--- src/rtl/mem_ctrl_pkg.sv ---
// Shared encodings and helpers for the MEM-stage data memory sequencer.
// Sizes follow the ReqSize field; the helpers keep decode logic out of the controller body.
package mem_ctrl_pkg;

  localparam int DEFAULT_ADDR_W = 10;

  localparam logic [1:0] SIZE_BYTE    = 2'b00;
  localparam logic [1:0] SIZE_HALF    = 2'b01;
  localparam logic [1:0] SIZE_WORD    = 2'b10;
  localparam logic [1:0] SIZE_ILLEGAL = 2'b11;

  typedef enum logic [1:0] {
    ST_IDLE,
    ST_SETUP,
    ST_ACCESS,
    ST_DONE
  } state_t;

  // Index of the most significant byte of a request (N-1).
  function automatic logic [1:0] last_index(input logic [1:0] size);
    case (size)
      SIZE_BYTE: last_index = 2'd0;
      SIZE_HALF: last_index = 2'd1;
      default:   last_index = 2'd3;
    endcase
  endfunction

  function automatic logic misaligned(input logic [1:0] size, input logic [1:0] addr_lo);
    case (size)
      SIZE_HALF: misaligned = addr_lo[0];
      SIZE_WORD: misaligned = (addr_lo != 2'b00);
      default:   misaligned = 1'b0;
    endcase
  endfunction

  function automatic logic [31:0] extend_load(input logic [31:0] acc, input logic [1:0] size,
                                              input logic sgn);
    case (size)
      SIZE_BYTE: extend_load = {{24{sgn & acc[7]}}, acc[7:0]};
      SIZE_HALF: extend_load = {{16{sgn & acc[15]}}, acc[15:0]};
      default:   extend_load = acc;
    endcase
  endfunction

endpackage

--- src/rtl/data_mem_ctrl.sv ---
// Sequences one load/store request into big-endian byte accesses on a 1024x8 memory
// whose array acts on the rising edge of its enable; each byte takes SETUP then ACCESS.
module data_mem_ctrl
  import mem_ctrl_pkg::*;
#(
  parameter int ADDR_W = DEFAULT_ADDR_W,
  parameter int DATA_W = 32
) (
  input  logic              Clk,
  input  logic              Reset,
  input  logic              ReqValid,
  output logic              ReqReady,
  input  logic              ReqWrite,
  input  logic [1:0]        ReqSize,
  input  logic              ReqSigned,
  input  logic [ADDR_W-1:0] ReqAddr,
  input  logic [DATA_W-1:0] ReqWData,
  output logic              RspValid,
  output logic [DATA_W-1:0] RspRData,
  output logic              AlignErr,
  output logic              MemEnable,
  output logic              MemReadWrite,
  output logic [ADDR_W-1:0] MemAddress,
  output logic [7:0]        MemDataIn,
  input  logic [7:0]        MemDataOut
);

  state_t            state_reg, state_next;
  logic [1:0]        cnt_reg, off_reg, size_reg;
  logic              write_reg, signed_reg, err_reg;
  logic [ADDR_W-1:0] addr_reg, mem_address_reg;
  logic [DATA_W-1:0] wdata_reg, acc_reg;
  logic              mem_rw_reg;
  logic [7:0]        mem_din_reg;

  logic              req_bad;
  logic [1:0]        first_cnt, cnt_dec, off_inc;

  assign req_bad   = (ReqSize == SIZE_ILLEGAL) || misaligned(ReqSize, ReqAddr[1:0]);
  assign first_cnt = last_index(ReqSize);
  assign cnt_dec   = cnt_reg - 2'd1;
  assign off_inc   = off_reg + 2'd1;

  always_comb begin
    state_next = state_reg;
    case (state_reg)
      ST_IDLE:   if (ReqValid) state_next = req_bad ? ST_DONE : ST_SETUP;
      ST_SETUP:  state_next = ST_ACCESS;
      ST_ACCESS: state_next = (cnt_reg == 2'd0) ? ST_DONE : ST_SETUP;
      ST_DONE:   state_next = ST_IDLE;
      default:   state_next = ST_IDLE;
    endcase
  end

  // Memory lines are only reloaded on the edges that enter SETUP, so they are
  // settled before MemEnable rises and held for the whole ACCESS cycle.
  always_ff @(posedge Clk) begin
    if (Reset) begin
      state_reg       <= ST_IDLE;
      cnt_reg         <= 2'd0;
      off_reg         <= 2'd0;
      size_reg        <= SIZE_BYTE;
      write_reg       <= 1'b0;
      signed_reg      <= 1'b0;
      err_reg         <= 1'b0;
      addr_reg        <= '0;
      wdata_reg       <= '0;
      acc_reg         <= '0;
      mem_address_reg <= '0;
      mem_rw_reg      <= 1'b0;
      mem_din_reg     <= 8'h00;
    end else begin
      state_reg <= state_next;
      case (state_reg)
        ST_IDLE: begin
          if (ReqValid) begin
            write_reg  <= ReqWrite;
            size_reg   <= ReqSize;
            signed_reg <= ReqSigned;
            addr_reg   <= ReqAddr;
            wdata_reg  <= ReqWData;
            err_reg    <= req_bad;
            acc_reg    <= '0;
            cnt_reg    <= first_cnt;
            off_reg    <= 2'd0;
            if (!req_bad) begin
              mem_address_reg <= ReqAddr;
              mem_rw_reg      <= ReqWrite;
              mem_din_reg     <= ReqWrite ? ReqWData[{first_cnt, 3'b000} +: 8] : 8'h00;
            end
          end
        end
        ST_ACCESS: begin
          if (!write_reg) acc_reg <= {acc_reg[DATA_W-9:0], MemDataOut};
          if (cnt_reg != 2'd0) begin
            cnt_reg         <= cnt_dec;
            off_reg         <= off_inc;
            mem_address_reg <= addr_reg + ADDR_W'(off_inc);
            mem_din_reg     <= write_reg ? wdata_reg[{cnt_dec, 3'b000} +: 8] : 8'h00;
          end
        end
        default: ;
      endcase
    end
  end

  assign ReqReady     = (state_reg == ST_IDLE);
  assign MemEnable    = (state_reg == ST_ACCESS);
  assign RspValid     = (state_reg == ST_DONE);
  assign AlignErr     = RspValid & err_reg;
  assign RspRData     = (RspValid && !err_reg && !write_reg)
                        ? extend_load(acc_reg, size_reg, signed_reg) : '0;
  assign MemReadWrite = mem_rw_reg;
  assign MemAddress   = mem_address_reg;
  assign MemDataIn    = mem_din_reg;

endmodule
--- config.mk ---
export PLATFORM = sky130hd
export DESIGN_NAME = data_mem_ctrl
export DESIGN_NICKNAME = d
export VERILOG_FILES = /design/src/rtl/mem_ctrl_pkg.sv /design/src/rtl/data_mem_ctrl.sv
export SDC_FILE = /design/constraint.sdc
export NUM_CORES = 1
export LEC_CHECK = 0
export ABC_AREA = 1
export CORE_MARGIN = 2
export CORE_UTILIZATION = 45
export DETAILED_ROUTE_END_ITERATION = 6
export DONT_BUFFER_PORTS = 1
export HOLD_SLACK_MARGIN = 0.1
export PLACE_DENSITY = 0.72
export SYNTH_ARGS = -nofsm -noshare
export SYNTH_HDL_FRONTEND = slang
export SYNTH_SLANG_ARGS = --single-unit
--- constraint.sdc ---
create_clock -name Clk -period 5.1 [get_ports Clk]
set_input_delay 1.02 -clock Clk [delete_from_list [all_inputs] [get_ports Clk]]
set_output_delay 1.02 -clock Clk [all_outputs]
set_load 0.1 [all_outputs]
Signal wires by layer:
Bar = 20 um.
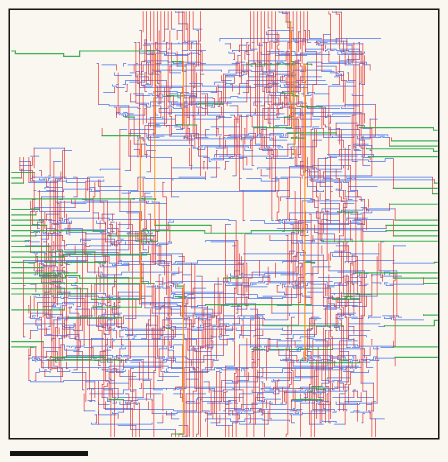
Blue marks met1, wire length 5830 um. Green marks met3, wire length 1060 um. Red marks met2, wire length 6330 um. Orange marks met4, wire length 266 um.

Sizing map:
Bar = 20 um.
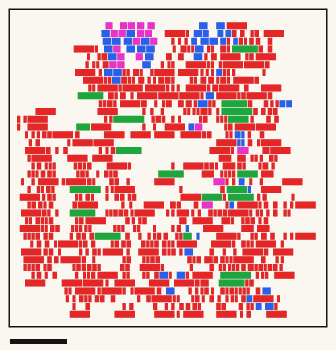
Blue marks drive 2, cells 52, share 7.1%. Magenta marks drive 3 to 4, cells 20, share 2.7%. Red marks drive 1 or less, cells 641, share 88%. Green marks drive 6 and up, cells 19, share 2.6%.
setup ws final: 1.50 ns
total of plain and repair buffers excluding clock buffers: 17
Final Cell Area: 5660 um2

Metal 3:
Bar = 20 um.
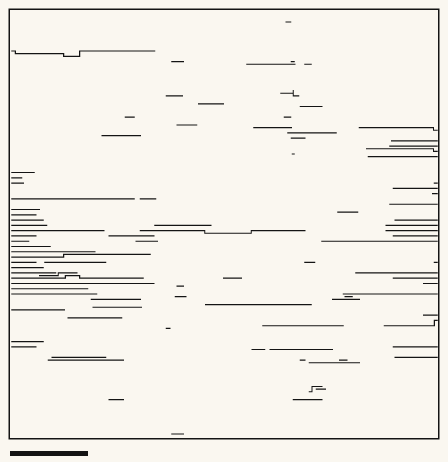
The longest straight run is 36.6 um. The layer carries 1060 um of wire.
final wirelength: 13500 um
total vias in the final route: 4720
global routing met3 resource utilization: 6.11%

Met4 routing:
Supply wires on this layer in grey.
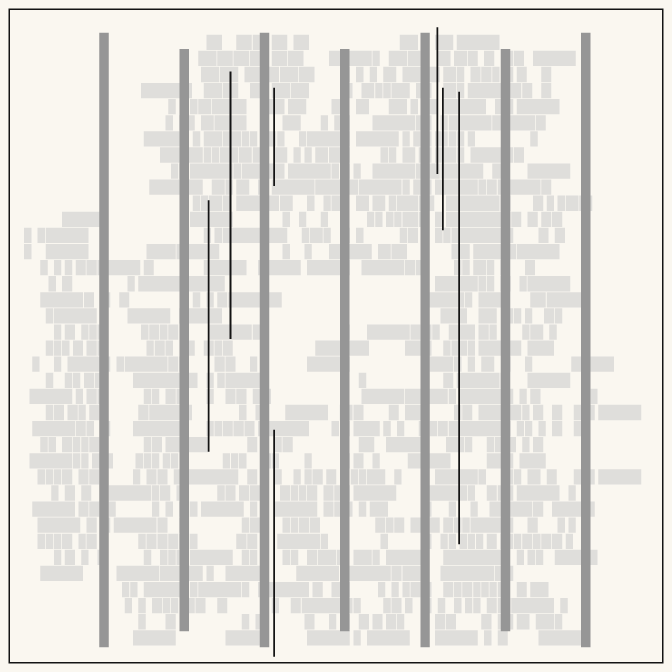
The longest straight run is 76.2 um. The wires run mostly vertical. 6 nets have wire on it. The layer holds 2.0% of the routed length.

Cell placement:
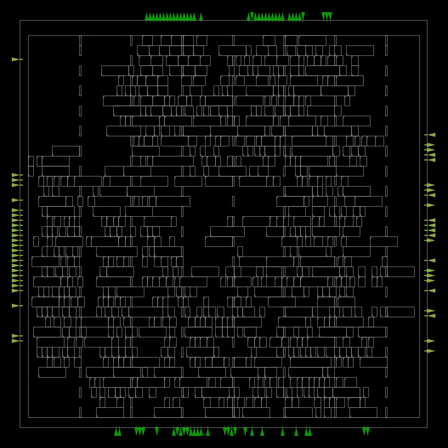
fill count: 1071
FFs & Latches: 104
tapcell count: 140

==> flow_metrics.py <==
# Flow results
metrics = {
    "synth": {
        "netlist_top_cells_area": "dfxtp_1 41%, nor2_1 13%, o21ai_0 11%",
        "synth.avg_cell_area_um2": 6.84,
        "yosysUniqueCellTypes": 35,
        "synth_area_leader_cell": "dfxtp_1",
        "synthesis.instances": 742,
        "yosys-stat-area_um2": 5070,
        "synth_flops": 104,
        "syn-cell-area_um2": 5070,
        "synth_seq_share_pct": 41.0,
        "synth-warning-count": 0,
        "postSynthNetCount": 807,
        "synth.top_cell.area_share_pct": 41.0,
        "yosys-stat-cells": 742,
    },
    "outcome": {
        "status": "finished, final reports clean",
    },
    "layout": {
        "final_layout_size_suffix_gt1_share_pct": 12.4,
        "antenna_diode_instance_count": 0,
        "layout.cells.most_common": "nor2_1",
        "layout_top_cells_excl_fill_tap": "169 x nor2_1, 108 x o21ai_0, 104 x dfxtp_1",
        "design.final.nets": 792,
        "layout-area-overhead-vs-synth_pct": 11.5,
    },
    "cts": {
        "ctsHtreeMaxLevel": 3,
        "tritoncts_num_sinks": 104,
        "cts_made_buffers": 9,
        "postCtsResizedCells": 0,
        "clkSlewWorstSetupHoldPaths_ns": 0.07,
        "cts_tree": "built",
        "clk_root_buffer_cell": "clkbuf_16",
        "clock_path_buffers": 2,
        "cts_setup_buffers": 0,
        "holdBufCountCts": 0,
    },
    "final_timing": {
        "post-route-period-util_pct": 70.6,
        "final.min_clock_period_ns": 3.60,
        "report.final.hold_viol_count": 0,
        "report.final.setup_viol": 0,
        "fin_worst_skew_ns": 0.00551,
        "max_clock_freq_mhz": 278,
        "worstMarginPinSlew_ns": 1.25,
        "maxSlewHeadroom_pct": 17.0,
        "rsz_0062_raised_after_global_routing": "no",
        "setup_tns_ns": 0,
    },
    "worst_setup_path": {
        "crit_arrival_ns": 2.58,
        "critical_path_peak_fanout": 16,
        "timing.critical_path.slowest_cell_delay_ns": 1.02,
        "crit_path_cell_trace": "nand2_1 -> nor3_1 -> inv_1 -> a21oi_2",
        "timing_worst_setup_path_type": "reg2out",
        "timing.critical_path.to_type": "primary output",
        "start_kind": "flip-flop",
        "timing.critical_path.required_ns": 4.08,
    },
    "grt": {
        "grt_overflow": 0,
        "grt_use_total_pct": 22.5,
        "first_global_vias": 4362,
        "grt_first_pass_wirelength_um": 21300,
        "antenna_found_initial": 0,
        "largest_net_degree_at_the_start_of_global_routing": 65,
    },
    "floorplan": {
        "fp-row-count": 38,
        "die-width_um": 110,
        "floorplan.initialDensity_pct": 46.4,
        "core_um2": 10900,
        "die_height_um": 110,
        "top_level_ports": 112,
        "fp.dieArea_um2": 12100,
    },
    "placement": {
        "port-buffer-count": 0,
        "gpl.final_weighted_congestion": 0.892,
        "dpl.hpwl_um": 9070,
        "placed_area_um2": 5290,
    },
    "route": {
        "post_detailed_route_wirelength_per_cell_um": 15.5,
        "detail_route.vias_per_cell": 5.41,
        "detail-route-antenna-nets": 0,
        "detail_route.drc_violations": 0,
        "detailedRoute.firstIterationViolations": 301,
        "drt-pass1-iter-count": 4,
    },
    "power": {
        "worst_ir_drop_vdd_v": 0.000222,
        "cellPowerDensity_nw_per_um2": 430,
        "p_leak_nw": 2.19,
    },
    "worst_hold_path": {
        "min-delay-path-class": "reg2reg",
    },
    "run": {
        "log.warning_count": 29,
    },
}
path summary, 6_finish.rpt:
check	from	to	slack, ns	cells after the start
worst min register to register	cnt_reg[1]	cnt_reg[1]	0.47	2
worst min-delay path	cnt_reg[1]	cnt_reg[1]	0.47	2
worst max register to register	cnt_reg[0]	MemDataIn[3]	2.01	9
worst max-delay path	state_reg[0]	RspRData[11]	1.50	4
cell usage after synthesis:
master and instances:
a211oi_1 1, o21ai_1 2, buf_4 2, fa_1 1, nand3_2 1, inv_1 85, nand4_1 2, nor2_8 3
o21ai_2 4, o22ai_1 25, clkbuf_1 21, ha_1 7, nand2_2 4, a31oi_1 1, a21oi_2 2, inv_6 1
a21oi_1 54, buf_8 1, nor2_4 2, nor2_1 178, o211ai_1 1, nand2_1 72, buf_2 17, buf_1 2
o221ai_1 1, nand3b_1 1, xor2_1 3, nor3_1 1, clkinv_1 1, o21ai_0 108, nand2_8 1, nand2_4 1
dfxtp_1 104, inv_2 6, nand3_1 26
logic make-up (layout without fill, tap and decap cells):
logic type,after synthesis,count (layout),share of synthesized area (%)
AOI/OAI and AO/OA,199,199,20.9
adders and majority gates,8,8,2.12
DFF,104,104,41.0
and+or+nand+nor,292,292,24.5
xor gates and xnor gates,3,3,0.518
buffers and inverters,136,126,10.9
power breakdown:
part	internal (mW)	leakage [nW]	switching, mW
logic	0.124	1.15	0.315
registers	0.894	0.854	0.246
clock network	0.541	0.182	0.311
final cells by class:
cell class	count	area, um2
Clock buffer	10	239
Clock inverter	6	130
Fill cell	1071	5280
Inverter	93	354
Multi-Input combinational cell	502	2550
Sequential cell	104	2080
Tap cell	140	175
Timing Repair Buffer	17	128
worst max-delay path, delay by kind of cell (launching register included):
family                 cells  cell delay (ns)
flip-flops                 1             0.46
AND/OR/NAND/NOR            2             0.38
AND-OR/OR-AND              1             1.02
buffers and inverters      1             0.37
stage by stage:
| stage | power [mW] | std cells | utilization (%) | setup slack, ns | hold slack, ns |
|---|---|---|---|---|---|
| final | 2.43 | 872 | 51.7 | 1.50 | 0.472 |
| after global routing | 2.54 | 872 | 51.7 | 1.33 | 0.491 |
| after CTS | 2.44 | 872 | 51.7 | 1.49 | 0.477 |
| after detailed placement | 1.59 | 856 | 48.4 | 1.87 | 0.467 |
| after global placement | 1.57 | 856 | 48.4 | 1.94 | 0.447 |
| after floorplan | 1.51 | 742 | - | 1.46 | 0.429 |
per-layer routing:
layer	up-vias	GRT usage (%)	share of wire, %
met5	-	0	0
met4	0	8.57	2.0
li1	2352	-	-
met3	19	6.11	7.9
met2	140	36.1	47
met1	2209	29.0	43
Power figures rest on the tool's default switching activity, not on a simulated workload.
